Fig. 1: the metal 1 layer
Drawn at 2 px/um. Supply wires on this layer in gray.
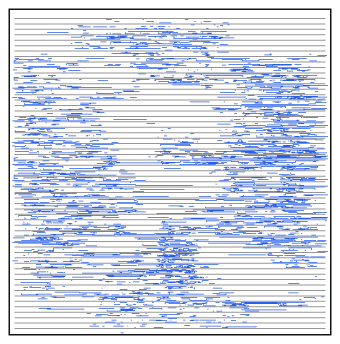
Fig. 2: met2 routing
Drawn at 1.5 px/um. Cells faint in the background.
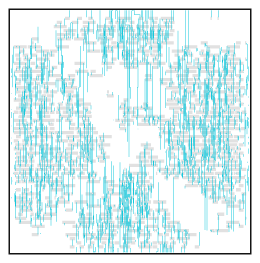
Fig. 3: signal wires on met3
Drawn at 2 px/um.
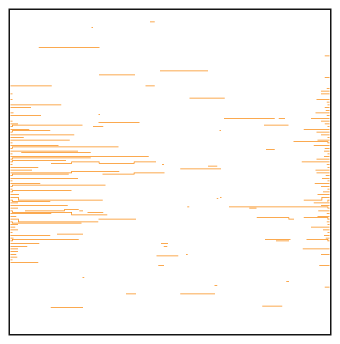
Fig. 4: the metal 4 layer
Drawn at 2 px/um. Supply wires on this layer in gray.
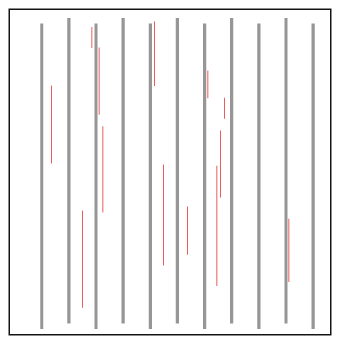
## src/rtl/nock_execute_unit.sv

```systemverilog
// Nock execution unit: reduces the execute cell handed over by the MTU (opcode 1 only)
// and writes the result back in place through the shared memory port.
module nock_execute_unit #(
  parameter int ADDR_W = 10,
  parameter int DATA_W = 64
) (
  input  logic              clk,
  input  logic              rst,
  input  logic              execute_start,
  input  logic [ADDR_W-1:0] execute_address,
  input  logic [4:0]        execute_tag,
  input  logic [DATA_W-1:0] execute_data,
  input  logic              mem_ready,
  input  logic [DATA_W-1:0] read_data,
  input  logic [ADDR_W-1:0] free_addr,
  output logic              mem_execute,
  output logic [1:0]        mem_func,
  output logic [ADDR_W-1:0] address,
  output logic [DATA_W-1:0] write_data,
  output logic              finished,
  output logic [7:0]        error,
  output logic [3:0]        execute_return_sys_func,
  output logic [3:0]        execute_return_state
);

  typedef enum logic [3:0] {
    IDLE, CHECK, WAIT_F, DECODE, WAIT_B, WRITE, WAIT_W, DONE, HOLD
  } state_t;

  state_t              state_q, state_d;
  logic [ADDR_W-1:0]   a_q, a_d, address_d;
  logic [DATA_W-1:0]   w_q, w_d, f_q, f_d, res_q, res_d, write_data_d;
  logic                run_err_q, run_err_d, mem_execute_d, finished_d;
  logic [1:0]          mem_func_d;
  logic [7:0]          error_d;
  logic [3:0]          sys_d, ret_state_d;
  logic                mem_done;

  // mem_ready is still high during the strobe cycle itself; ignore it there.
  assign mem_done = mem_ready && !mem_execute;

  // Tag duplicates W[63:59] and free_addr is reserved; only some W/F bits are decoded.
  logic unused_bits;
  assign unused_bits = ^{free_addr, execute_tag, w_q, f_q};

  always_comb begin
    state_d       = state_q;
    a_d           = a_q;
    w_d           = w_q;
    f_d           = f_q;
    res_d         = res_q;
    run_err_d     = run_err_q;
    mem_execute_d = 1'b0;
    mem_func_d    = mem_func;
    address_d     = address;
    write_data_d  = write_data;
    finished_d    = 1'b0;
    error_d       = error;
    sys_d         = execute_return_sys_func;
    ret_state_d   = execute_return_state;
    case (state_q)
      IDLE: if (execute_start) begin
        a_d       = execute_address;
        w_d       = execute_data;
        run_err_d = 1'b0;
        state_d   = CHECK;
      end
      CHECK: begin
        if (!w_q[63]) begin
          error_d = 8'h04; run_err_d = 1'b1; state_d = DONE;
        end else if (!w_q[61]) begin
          error_d = 8'h01; run_err_d = 1'b1; state_d = DONE;
        end else if (mem_ready) begin
          mem_execute_d = 1'b1;
          mem_func_d    = 2'b00;
          address_d     = w_q[ADDR_W-1:0];
          state_d       = WAIT_F;
        end
      end
      WAIT_F: if (mem_done) begin
        f_d     = read_data;
        state_d = DECODE;
      end
      DECODE: begin
        if (f_q[62]) begin
          error_d = 8'h03; run_err_d = 1'b1; state_d = DONE;
        end else if (f_q[55:28] != 28'd1) begin
          error_d = 8'h02; run_err_d = 1'b1; state_d = DONE;
        end else if (f_q[61]) begin
          if (mem_ready) begin
            mem_execute_d = 1'b1;
            mem_func_d    = 2'b00;
            address_d     = f_q[ADDR_W-1:0];
            state_d       = WAIT_B;
          end
        end else begin
          res_d   = {8'h10, 28'h0, f_q[27:0]};
          state_d = WRITE;
        end
      end
      WAIT_B: if (mem_done) begin
        res_d   = {1'b0, read_data[DATA_W-2:0]};
        state_d = WRITE;
      end
      WRITE: if (mem_ready) begin
        mem_execute_d = 1'b1;
        mem_func_d    = 2'b01;
        address_d     = a_q;
        write_data_d  = res_q;
        state_d       = WAIT_W;
      end
      WAIT_W: if (mem_done) state_d = DONE;
      DONE: begin
        finished_d  = 1'b1;
        sys_d       = run_err_q ? 4'hF : 4'h0;
        ret_state_d = run_err_q ? 4'hF : 4'h1;
        state_d     = HOLD;
      end
      // Wait for the MTU to drop start so the same cell is not re-executed.
      HOLD: if (!execute_start) state_d = IDLE;
      default: state_d = IDLE;
    endcase
  end

  always_ff @(posedge clk or negedge rst) begin
    if (!rst) begin
      state_q                 <= IDLE;
      a_q                     <= '0;
      w_q                     <= '0;
      f_q                     <= '0;
      res_q                   <= '0;
      run_err_q               <= 1'b0;
      mem_execute             <= 1'b0;
      mem_func                <= 2'b00;
      address                 <= '0;
      write_data              <= '0;
      finished                <= 1'b0;
      error                   <= 8'h00;
      execute_return_sys_func <= 4'h0;
      execute_return_state    <= 4'h0;
    end else begin
      state_q                 <= state_d;
      a_q                     <= a_d;
      w_q                     <= w_d;
      f_q                     <= f_d;
      res_q                   <= res_d;
      run_err_q               <= run_err_d;
      mem_execute             <= mem_execute_d;
      mem_func                <= mem_func_d;
      address                 <= address_d;
      write_data              <= write_data_d;
      finished                <= finished_d;
      error                   <= error_d;
      execute_return_sys_func <= sys_d;
      execute_return_state    <= ret_state_d;
    end
  end

endmodule

```

## config.mk

```make
export PLATFORM = sky130hd
export DESIGN_NAME = nock_execute_unit
export DESIGN_NICKNAME = d
export VERILOG_FILES = /design/src/rtl/nock_execute_unit.sv
export SDC_FILE = /design/constraint.sdc
export NUM_CORES = 1
export LEC_CHECK = 0
export ABC_CLOCK_PERIOD_IN_PS = 2200
export CAP_MARGIN = 40
export CORE_AREA = 2 2 158 160
export CTS_BUF_LIST = sky130_fd_sc_hd__clkbuf_4 sky130_fd_sc_hd__clkbuf_8
export DETAILED_ROUTE_END_ITERATION = 8
export DIE_AREA = 0 0 160 162
export PLACE_DENSITY = 0.75
export SETUP_SLACK_MARGIN = 0.05
export SYNTH_ARGS = -nofsm -noshare
export SYNTH_HDL_FRONTEND = slang
export SYNTH_SLANG_ARGS = --single-unit
```

## constraint.sdc

```tcl
create_clock -name clk -period 2.2 [get_ports clk]
set_input_delay 0.44 -clock clk [delete_from_list [all_inputs] [get_ports clk]]
set_output_delay 0.44 -clock clk [all_outputs]
set_load 0.01 [all_outputs]
```

==> flow_summary.ini <==
; synthesis and place-and-route metrics
[floorplanning]
core_area_sq_um = 24100
die_area_sq_um = 25900
initial_core_util = 0.394
rows = 57
boundaryPins = 251
die_w_um = 160

[finish]
drive_gt1_frac = 0.367
seq_share = 0.451
flops = 229
nFillCells = 2081
layout.nets = 1006
diodes = 2
layout.cells.most_common = dfrtp_1
areaGrowthSynthToFinish_pct = 33.7
largest_class = registers
layout_top_cells = dfrtp_1 (229), mux2_2 (182), clkdlybuf4s50_1 (174)
clock_buffers = 60
clkCellAreaFrac = 0.0617
inverters = 17
nonClkBufAreaFrac = 0.176
fin_util = 0.527
buffers_excl_clock = 208
comb_cells = 353
area.sequential_sq_um = 5730

[sta]
final-max-slew-violation-count = 0
setup_viol = 0
rsz0062_at_grt = yes
fmax_ghz = 0.466
finalClockSkew_ns = 0.0272
finalCritPeriodShare = 0.975
setup_tns_ns = 0
hold_violations = 0
relSlewSlack = 0.658
worst_slew_pin_slew_ns = 0.513

[critical_path]
path_cells = nor4_2 -> buf_4 -> nand4_1 -> or2_4 -> o2bb2ai_4 -> buf_12 -> clkbuf_16 -> a22o_1
crit_buf_inv = 3
reg2reg_from = f_q[37]
rr_worst_depth = 8
critical-path-max-stage-delay_ns = 0.38
cp_top_family = simple AND/OR/NAND/NOR gates
crit_fanout = 19

[grt]
track_usage = 0.169
grt_pass1_wl_um = 35100
grt_pass1_vias = 6420
antenna_found_initial = 3

[drt]
met2_length_um = 10000
wl_met1_um = 9510
antenna_left = 0
drtIter0Drc = 251
drt_wl_total_um = 21900
vias_per_cell = 4.95
dr_total_vias = 5947
routedWlPerCell_um = 18.2
routed.top_layer = met4
drc_errors = 0

[synth]
synthCells = 644
ys.flops = 229
synth-edff-count = 0
ff_type = dfrtp_1
yosys.area.top_type = dfrtp_1
synth.distinct_cells = 48
avgSynthCellArea_sq_um = 14.7
syn-cell-area_sq_um = 9490

[pwr]
power_clock_mw = 3.82
sequentialPower_mw = 7.05
p_leak_nw = 5.83
pwr-share-seq = 0.414
power.switching_mw = 5.11
swShare = 0.301
ir_drop_v = 0.000839
p_comb_mw = 6.14
power_top_consumer = sequential cells
comb_power_share = 0.361

[place]
numPortBuffers = 175
gp_congestion = 0.818
placed_area_sq_um = 11800
place_ws_ns = -0.0215
dp_cells = 1126

[clocking]
htree_levels = 2
clk_latency_ns = 0.53
cts_buffers = 40

[status]
status = completed

[worst_hold_path]
hold_path_class = input pin to async pin
-- Fig. 1 (at the start) --
The longest straight run is 42.8 um. The wires run mostly horizontal.

-- Fig. 2 (at the start) --
The layer holds 46% of the routed length. The longest straight run is 71.4 um. The wires run mostly vertical.

-- Fig. 3 (at the start) --
The wires run mostly horizontal. 138 nets have wire on it.

-- Fig. 4 (at the start) --
The longest straight run is 59.8 um. The wires run mostly vertical. The layer holds 2.0% of the routed length. 9 nets have wire on it.

## cell usage after synthesis, types with 5 or more instances
master and number:
a21oi_1 10, a22o_1 35, a22oi_1 11, buf_2 18, buf_4 13, clkbuf_1 13, dfrtp_1 229, inv_1 17
mux2_2 183, mux2_4 25, nand2_1 13, nor2_1 5, nor4_1 6, o21ai_0 15
## logic make-up after synthesis
logic type / share of synthesized area
buf+inv: 0.0376
other cells: 0.000395
simple gates: 0.0298
compound gates: 0.0701
flops: 0.604
xor+xnor: 0.000923
mux: 0.258
## worst max-delay path by stage
stage / from / end / slack (ns) / cells after the start
finish: f_q[37] / res_q[34] / 0.06 / 8
global route: f_q[49] / address[7] / -0.01 / 7
CTS: f_q[49] / address[4] / 0.05 / 7
detailed placement: f_q[45] / address[4] / -0.02 / 6
global placement: f_q[37] / address[2] / -0.01 / 7
floorplan: f_q[62] / res_q[10] / 0.29 / 7
## layer usage
layer,global-route usage,vias to the layer above
li1,-,2724
met1,0.219,3001
met2,0.264,189
met3,0.0644,33
met4,0.0520,0
met5,0,-
## worst register-to-register path, stage by stage, from the launching register on
cell       delay [ns]
dfrtp_1          0.38
nor4_2           0.29
buf_4            0.16
nand4_1          0.16
or2_4            0.31
o2bb2ai_4        0.18
buf_12           0.15
clkbuf_16        0.18
a22o_1           0.22
## flip-flops by register name, indices dropped and copies added (netlist names), 3 cells and up
| name | count |
|---|---|
| w_q | 12 |
| f_q | 58 |
| a_q | 10 |
| res_q | 63 |
| state_q | 4 |
| address | 10 |
| error | 3 |
| write_data | 63 |
## repair_timing
action	CTS	global route
hold endpoints to repair	53	0
setup buffers	1	1
gates resized	3	4
pin swaps	5	28
gates cloned	0	2
setup endpoints to repair	38	40
hold buffers	1	0
No activity file was given, so power comes from the tool's default toggle rates.
